==> run_1/final_congestion.png <==
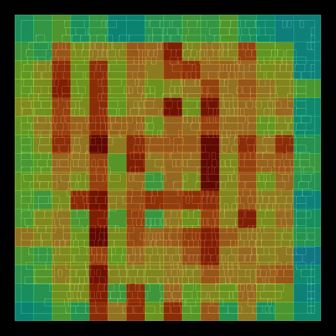
==> run_1/pdn.png <==
Pins as bars on the die edge. Tap cells in gray.
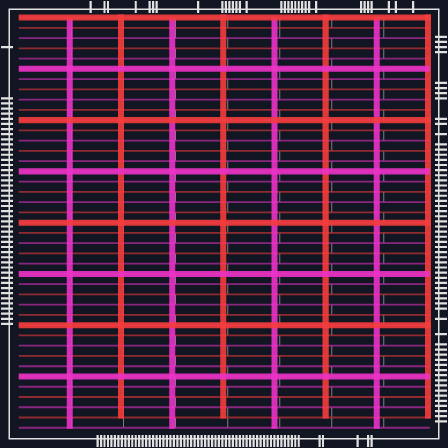
==> run_1/registers.png <==
Other sequential cells in the stronger gray, the rest of the logic in the fainter gray.
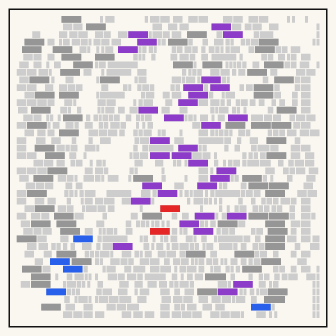
==> src/rtl/dmem_initiator.sv <==
// Load/store initiator between the MEM pipeline stage and a word-addressed data
// memory with registered reads; sub-word stores are done as read-modify-write.
module dmem_initiator #(
  parameter int DEPTH_LOG2 = 5
) (
  input  logic        clk,
  input  logic        rst,
  input  logic        req_valid,
  output logic        req_ready,
  input  logic        req_we,
  input  logic [1:0]  req_size,
  input  logic        req_signed,
  input  logic [31:0] req_addr,
  input  logic [31:0] req_wdata,
  output logic        resp_valid,
  output logic        resp_err,
  output logic [31:0] resp_rdata,
  output logic        MemRead,
  output logic        MemWrite,
  output logic [31:0] Addr,
  output logic [31:0] Wdata,
  input  logic [31:0] Rdata
);

  typedef enum logic [1:0] {
    IDLE,
    RD,
    CAP,
    WR
  } state_t;

  state_t state, next_state;

  logic [DEPTH_LOG2-1:0] word_idx;
  logic [1:0]            lane;
  logic [1:0]            size;
  logic                  is_store;
  logic                  is_signed;
  logic [31:0]           store_data;
  logic [31:0]           wbuf;
  logic                  accept;
  logic                  req_bad;

  // Pull the addressed byte/half out of a memory word and extend it to 32 bits.
  function automatic logic [31:0] extract_lane(input logic [31:0] word,
                                               input logic [1:0]  sz,
                                               input logic [1:0]  ln,
                                               input logic        sgn);
    logic [7:0]  b;
    logic [15:0] h;
    logic [31:0] result;
    case (ln)
      2'd0:    b = word[7:0];
      2'd1:    b = word[15:8];
      2'd2:    b = word[23:16];
      default: b = word[31:24];
    endcase
    h = ln[1] ? word[31:16] : word[15:0];
    case (sz)
      2'b00:   result = sgn ? {{24{b[7]}}, b} : {24'd0, b};
      2'b01:   result = sgn ? {{16{h[15]}}, h} : {16'd0, h};
      default: result = word;
    endcase
    return result;
  endfunction

  function automatic logic [31:0] merge_lanes(input logic [31:0] word,
                                              input logic [31:0] data,
                                              input logic [1:0]  sz,
                                              input logic [1:0]  ln);
    logic [31:0] result;
    result = word;
    case (sz)
      2'b00: begin
        case (ln)
          2'd0:    result[7:0]   = data[7:0];
          2'd1:    result[15:8]  = data[7:0];
          2'd2:    result[23:16] = data[7:0];
          default: result[31:24] = data[7:0];
        endcase
      end
      2'b01: begin
        if (ln[1]) result[31:16] = data[15:0];
        else       result[15:0]  = data[15:0];
      end
      default: result = data;
    endcase
    return result;
  endfunction

  // Illegal size, misalignment or an address beyond the memory depth.
  always_comb begin
    req_bad = 1'b0;
    case (req_size)
      2'b00:   req_bad = 1'b0;
      2'b01:   req_bad = req_addr[0];
      2'b10:   req_bad = |req_addr[1:0];
      default: req_bad = 1'b1;
    endcase
    if (|req_addr[31:DEPTH_LOG2+2]) req_bad = 1'b1;
  end

  always_comb begin
    next_state = state;
    req_ready  = 1'b0;
    accept     = 1'b0;
    case (state)
      IDLE: begin
        req_ready = 1'b1;
        if (req_valid) begin
          accept = 1'b1;
          if (!req_bad) next_state = (req_we && req_size == 2'b10) ? WR : RD;
        end
      end
      RD:      next_state = CAP;
      CAP:     next_state = is_store ? WR : IDLE;
      WR:      next_state = IDLE;
      default: next_state = IDLE;
    endcase
  end

  // Strobes are gated by rst so an abort can never commit a partial write.
  always_comb begin
    MemRead  = 1'b0;
    MemWrite = 1'b0;
    Addr     = 32'd0;
    Wdata    = 32'd0;
    if (state != IDLE) Addr = {{(32-DEPTH_LOG2){1'b0}}, word_idx};
    if (state == RD) MemRead = !rst;
    if (state == WR) begin
      MemWrite = !rst;
      Wdata    = wbuf;
    end
  end

  always_ff @(posedge clk) begin
    if (rst) begin
      state      <= IDLE;
      resp_valid <= 1'b0;
      resp_err   <= 1'b0;
      resp_rdata <= 32'd0;
      word_idx   <= '0;
      lane       <= 2'd0;
      size       <= 2'd0;
      is_store   <= 1'b0;
      is_signed  <= 1'b0;
      store_data <= 32'd0;
      wbuf       <= 32'd0;
    end else begin
      state      <= next_state;
      resp_valid <= 1'b0;
      resp_err   <= 1'b0;
      case (state)
        IDLE: begin
          if (accept) begin
            if (req_bad) begin
              resp_valid <= 1'b1;
              resp_err   <= 1'b1;
              resp_rdata <= 32'd0;
            end else begin
              word_idx   <= req_addr[DEPTH_LOG2+1:2];
              lane       <= req_addr[1:0];
              size       <= req_size;
              is_store   <= req_we;
              is_signed  <= req_signed;
              store_data <= req_wdata;
              wbuf       <= req_wdata;
            end
          end
        end
        CAP: begin
          // Rdata now holds the word captured by the memory on the RD edge.
          if (is_store) begin
            wbuf <= merge_lanes(Rdata, store_data, size, lane);
          end else begin
            resp_valid <= 1'b1;
            resp_rdata <= extract_lane(Rdata, size, lane, is_signed);
          end
        end
        WR: begin
          resp_valid <= 1'b1;
          resp_rdata <= 32'd0;
        end
        default: ;
      endcase
    end
  end

endmodule

==> config.mk <==
export PLATFORM = sky130hd
export DESIGN_NAME = dmem_initiator
export DESIGN_NICKNAME = d
export VERILOG_FILES = /design/src/rtl/dmem_initiator.sv
export SDC_FILE = /design/constraint.sdc
export NUM_CORES = 1
export LEC_CHECK = 0
export CAP_MARGIN = 20
export CORE_MARGIN = 2
export CORE_UTILIZATION = 50
export DETAILED_ROUTE_END_ITERATION = 10
export PLACE_DENSITY_LB_ADDON = 0.25
export SLEW_MARGIN = 20
export SYNTH_ARGS = -nofsm -noshare
export SYNTH_HDL_FRONTEND = slang
export SYNTH_SLANG_ARGS = --single-unit
==> constraint.sdc <==
create_clock -name clk -period 6.1 [get_ports clk]
set_input_delay 0.915 -clock clk [delete_from_list [all_inputs] [get_ports clk]]
set_output_delay 0.915 -clock clk [all_outputs]
set_load 0.01 [all_outputs]
==> impl_metrics.toml, run 1 <==
# yosys + openroad results
[synth]
synth-seq-cells = 111
synth-edff-count = 0
topCellsByArea = "dfxtp_1, nand2_1, a21oi_1"
yosysWarningCount = 0
synthCells = 746
ys_seq_share_pct = 37.05

[final_timing]
skew_ns = 0.004590
fin_ws_ns = 2.871
rsz0062_at_grt = "no"
post-route-period-util_pct = 52.93
worstMarginPinSlew_ns = 1.084
setup_viol = 0

[cts]
cts_sinks = 111
cts_resized = 0
insertion_delay_ns = 0.35
clockBufferDepth = 2

[pwr]
power.density_nw_per_um2 = 186.5

[finish]
layout_top_cell = "clkdlybuf4s50_1"
synthToLayoutAreaGrowth_pct = 31.41
diodes = 0
logic_area_um2 = 3328
final_cell_mix = "clkdlybuf4s50_1, nand2_1, dfxtp_1, a21oi_1, o21ai_0"

[outcome]
status = "completed"

[setup_path]
cp-end-kind = "register"
worstReg2RegEnd = "resp_rdata[7]"
critical_path_buf_inv_count = 2
ff2ff_path_depth = 6
cp_slowest_cell = "or4_2"
r2r-start = "state[1]"
cp_cell_sequence = "clkdlybuf4s50_1 -> nor4_2 -> nand4_1 -> or4_2 -> buf_4 -> a211oi_2 -> a31o_1"
crit_start = "req_addr[11]"
cp_slowest_stage_delay_ns = 0.79

[flow_run]
warnings = 26

[drt]
drtIter0Drc = 677
ant_nets = 0
wl_um = 20140
vias = 6379

[placement]
place_ws_ns = 2.546
dp_hpwl_um = 14360

[die]
placement_rows = 40
## Picture notes: final_congestion.png
GR Util met3: 5.951%
met2 usage: 45.51%
Total GRT Usage: 30.57%
routed wire length per instance: 19.81 um

## Picture notes: pdn.png
Key: VDD = red; VSS = magenta
204 signal pins sit on the boundary. 147 tap cells. The core has 40 rows.
Die Width: 113.5 um
area of the core: 11,860 um2
die height: 113.5 um
Max VDD drop: 0.1671 mV

## Picture notes: registers.png
Key: `store_data` = purple [sequential cells 32]; `size` = red [sequential cells 2]; `word_idx` = blue [sequential cells 5]

## run 1: cell type report
| class | count | share of cell area (%) |
|---|---|---|
| Multi-Input combinational cell | 552 | 42.22 |
| Sequential cell | 111 | 28.22 |
| Timing Repair Buffer | 185 | 23.14 |
| Clock buffer | 11 | 3.079 |
| Tap cell | 147 | 2.333 |
| Clock inverter | 5 | 0.7143 |
| Inverter | 6 | 0.2857 |
## run 1: metal layers
metal	wire [um]	global-route usage, %	part of all wire [%]
met1	9000	44.67	45
met2	8832	45.51	44
met3	1864	5.951	9.3
met4	444	9.837	2.2
met5	0	0	0
## run 1: cells by family after synthesis
kind of cell    after synthesis  synth area share, %
mux                          15                2.670
flops                       111                37.05
simple gates                245                20.50
compound gates              265                30.39
other cells                   1              0.06252
buf+inv                     109                9.324
## run 1: Yosys cell counts (2+ instances only)
cell,n
a211oi_2,3
o31ai_1,23
inv_1,6
mux2i_1,7
o221ai_1,7
nor2_1,14
nor3_1,11
a21oi_1,62
nor4_2,3
o21ai_1,3
a31o_1,3
a221o_1,10
a222oi_1,7
a21o_1,7
o22ai_1,5
o41ai_1,2
nor2b_1,17
mux2_2,8
buf_4,29
nand3_1,4
dfxtp_1,111
buf_1,6
and3_1,34
nor4_1,3
buf_6,3
a31o_2,30
buf_2,15
nand2_1,117
nand4_1,30
clkbuf_1,50
nand2b_1,4
a211oi_1,33
o21ai_0,50
a221oi_1,9
a31oi_1,2
## run 1: report_power, final
group	internal, mW	switching [mW]
Clock	0.330	0.268
Sequential	0.725	0.000171
Combinational	0.0730	0.0741
Total	1.13	0.342
## run 1: worst min path at each step
stage                   startpoint        endpoint  cells after the start
floorplan              word_idx[0]     word_idx[0]                      2
global placement       word_idx[2]     word_idx[2]                      2
detailed placement  store_data[23]  store_data[23]                      2
CTS                    word_idx[1]     word_idx[1]                      2
global route           word_idx[2]     word_idx[2]                      2
finish                 word_idx[1]     word_idx[1]                      2
## run 1: per-stage QoR
step / std cells / hold slack, ns / utilization [%] / total power, mW / instance area, um2
2_1_floorplan: 772 / 0.4273 / - / 0.8028 / 6096
5_1_grt: 1017 / 0.4832 / 66.46 / 1.509 / 7883
6_report: 1017 / 0.4510 / 66.46 / 1.470 / 7883
3_5_place_dp: 1001 / 0.4399 / 63.88 / 0.8849 / 7577
4_1_cts: 1017 / 0.4575 / 66.40 / 1.470 / 7876
3_3_place_gp: 1001 / 0.4382 / 63.84 / 0.8837 / 7572
## run 1: sequential cells by signal, summed over array words and instances, names as in the netlist
| name | cells |
|---|---|
| state | 2 |
| resp_rdata | 32 |
| lane | 2 |
| size | 2 |
| is_store | 1 |
| resp_err | 1 |
| is_signed | 1 |
| resp_valid | 1 |
| word_idx | 5 |
| wbuf | 32 |
| store_data | 32 |
## run 1: tightest hold or removal path, stage by stage, from the launching register on
cell and delay, ns:
dfxtp_1 0.31, nand2_1 0.05, a21oi_1 0.05
==> run_1/clock_map.png <==
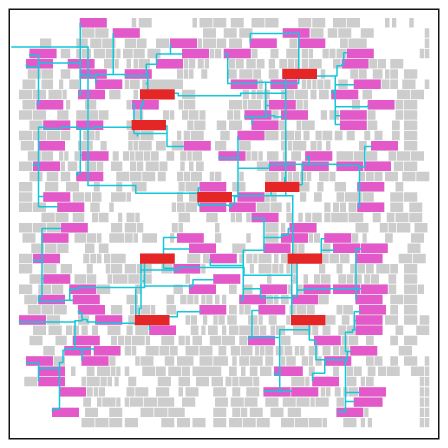

==> inputs of run 2 (changes only) <==
CORE_UTILIZATION = 46   (was 50)
clock period = 3.2 ns   (was 6.1 ns; I/O delays follow)
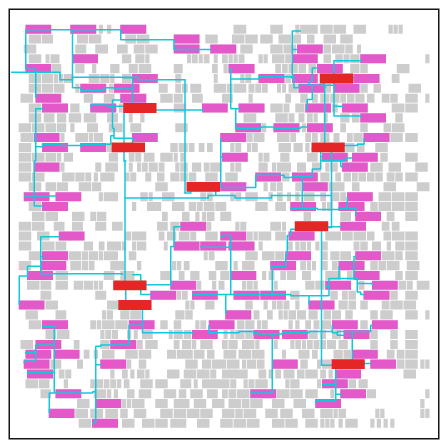
(run_2/clock_map.png)
Key: cells driving clock nets = red [count 9]; flip-flops = magenta [count 111]; clock wires = cyan [length 1,290 um]
There are 10 routed clock nets. Position of the flops: all over the die.

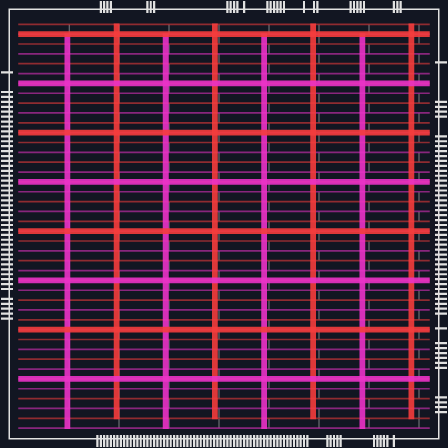
(run_2/pdn.png)
Pins as bars on the die edge. Tap cells in gray.
Key: VSS = magenta; VDD = red
The core has 41 rows. 42 met1 rails follow the rows. 8 straps on met5. 204 signal pins sit on the boundary.
area of the core: 12,670 um2
Max VDD drop: 0.2192 mV
Die Width: 118.2 um
die height: 118.2 um

==> run 2 against run 1 <==
Area after synthesis is the same. Die area grew 8.4%. Worst setup slack lost 2.2 ns. Sequential cell count is the same. Sequential share of layout area shrank 0.40 points. Critical endpoint is now wbuf[29].
==> impl_metrics.toml, run 2 <==
# yosys + openroad results
[synth]
ys_seq_share_pct = 37.05
yosysWarningCount = 0
synthCells = 746
synth-edff-count = 0
top_cells_by_count = "nand2_1, dfxtp_1, a21oi_1, clkbuf_1, o21ai_0"
synth-seq-cells = 111
synth_top_cell_by_count = "nand2_1"

[flow_run]
warnings = 26

[final_timing]
slew_headroom_pct = 41.43
fmax_mhz = 399.0
rsz0062_at_grt = "no"
post-route-period-util_pct = 78.33
setup_viol = 0
skew_ns = 0.01117
fin_ws_ns = 0.6935
worstMarginPinSlew_ns = 0.8785

[finish]
diodes = 0
layout_top_cell = "clkdlybuf4s50_1"
nets = 978
synthToLayoutAreaGrowth_pct = 33.15
final_cell_mix = "clkdlybuf4s50_1, nand2_1, dfxtp_1, a21oi_1, o21ai_0"

[setup_path]
cp_data_arrival_time_ns = 2.81
r2r-start = "size[0]"
worstReg2RegEnd = "wbuf[14]"
crit_start = "req_addr[11]"
cp-end-kind = "register"

[global_routing]
grt_max_degree = 94
grt.overflow.total = 0
grt_util_all_layers_pct = 29.12

[worst_hold_path]
min_to = "store_data[23]"
min-delay-start = "store_data[23]"

[cts]
insertion_delay_ns = 0.36
cts_sinks = 111
clockBufferDepth = 2
clockRootBuffer = "clkbuf_16"
cts_resized = 0

[drt]
wl_per_cell_um = 19.55
ant_nets = 0
wl_um = 20570
drtIter0Drc = 691

[placement]
place_ws_ns = 0.3396
dp_hpwl_um = 15110

[outcome]
status = "completed"

[pwr]
power.density_nw_per_um2 = 347.7

[die]
die_area_um2 = 13970
placement_rows = 41
[run 2: area by class of cell]
type                    instances  area, um2  share of cell area [%]
multi-input cells             552       3323                   41.61
flip-flops and latches        111       2222                   27.82
repair buffers                195       1912                   23.94
clock buffers                  10      239.0                   2.992
well taps                     172      215.2                   2.695
clock inverters                 6      52.55                  0.6580
inverters                       6      22.52                  0.2820
[run 2: worst max path at each step]
stage	end	slack (ns)	depth (start not counted)
global placement	wbuf[25]	0.44	7
finish	wbuf[29]	0.69	7
detailed placement	wbuf[25]	0.34	7
CTS	wbuf[29]	0.71	7
global route	wbuf[29]	0.49	7
floorplan	size[1]	1.11	7
[run 2: where the power goes]
group	internal [mW]	leakage, nW	switching (mW)	total (mW)
combinational	0.140	1.81	0.141	0.281
sequential	1.38	0.894	0.000289	1.38
clock	0.561	0.131	0.553	1.11
total	2.08	2.83	0.694	2.78
[run 2: critical path: stages]
cell	delay, ns
clkdlybuf4s50_1	0.43
nor4_2	0.31
nand4_1	0.23
or4_2	0.74
buf_12	0.24
a211oi_2	0.22
a31o_1	0.12
[run 2: per-layer routing]
metal | vias to the layer above | track usage, % | part of all wire [%]
met3 | 31 | 5.212 | 7.8
met2 | 318 | 44.18 | 45
li1 | 2987 | - | -
met4 | 0 | 8.810 | 2.2
met1 | 3004 | 41.98 | 45
met5 | - | 0 | 0
[run 2: logic make-up after synthesis]
kind of cell / after synthesis / synth area share [%]
other: 1 / 0.06252
buffers and inverters: 109 / 9.324
flip-flops: 111 / 37.05
AND-OR/OR-AND: 265 / 30.39
AND/OR/NAND/NOR: 245 / 20.50
multiplexers: 15 / 2.670
[run 2: stage by stage]
step | total power [mW] | hold WS, ns | cell area (um2) | util (%) | cells
detailed placement | 1.688 | 0.4481 | 7691 | 60.70 | 1036
global route | 2.857 | 0.4812 | 7986 | 63.03 | 1052
floorplan | 1.530 | 0.4273 | 6096 | - | 772
CTS | 2.782 | 0.4588 | 7983 | 63.00 | 1052
finish | 2.776 | 0.4583 | 7986 | 63.03 | 1052
global placement | 1.688 | 0.4389 | 7691 | 60.70 | 1036
Power figures rest on the tool's default switching activity, not on a simulated workload.
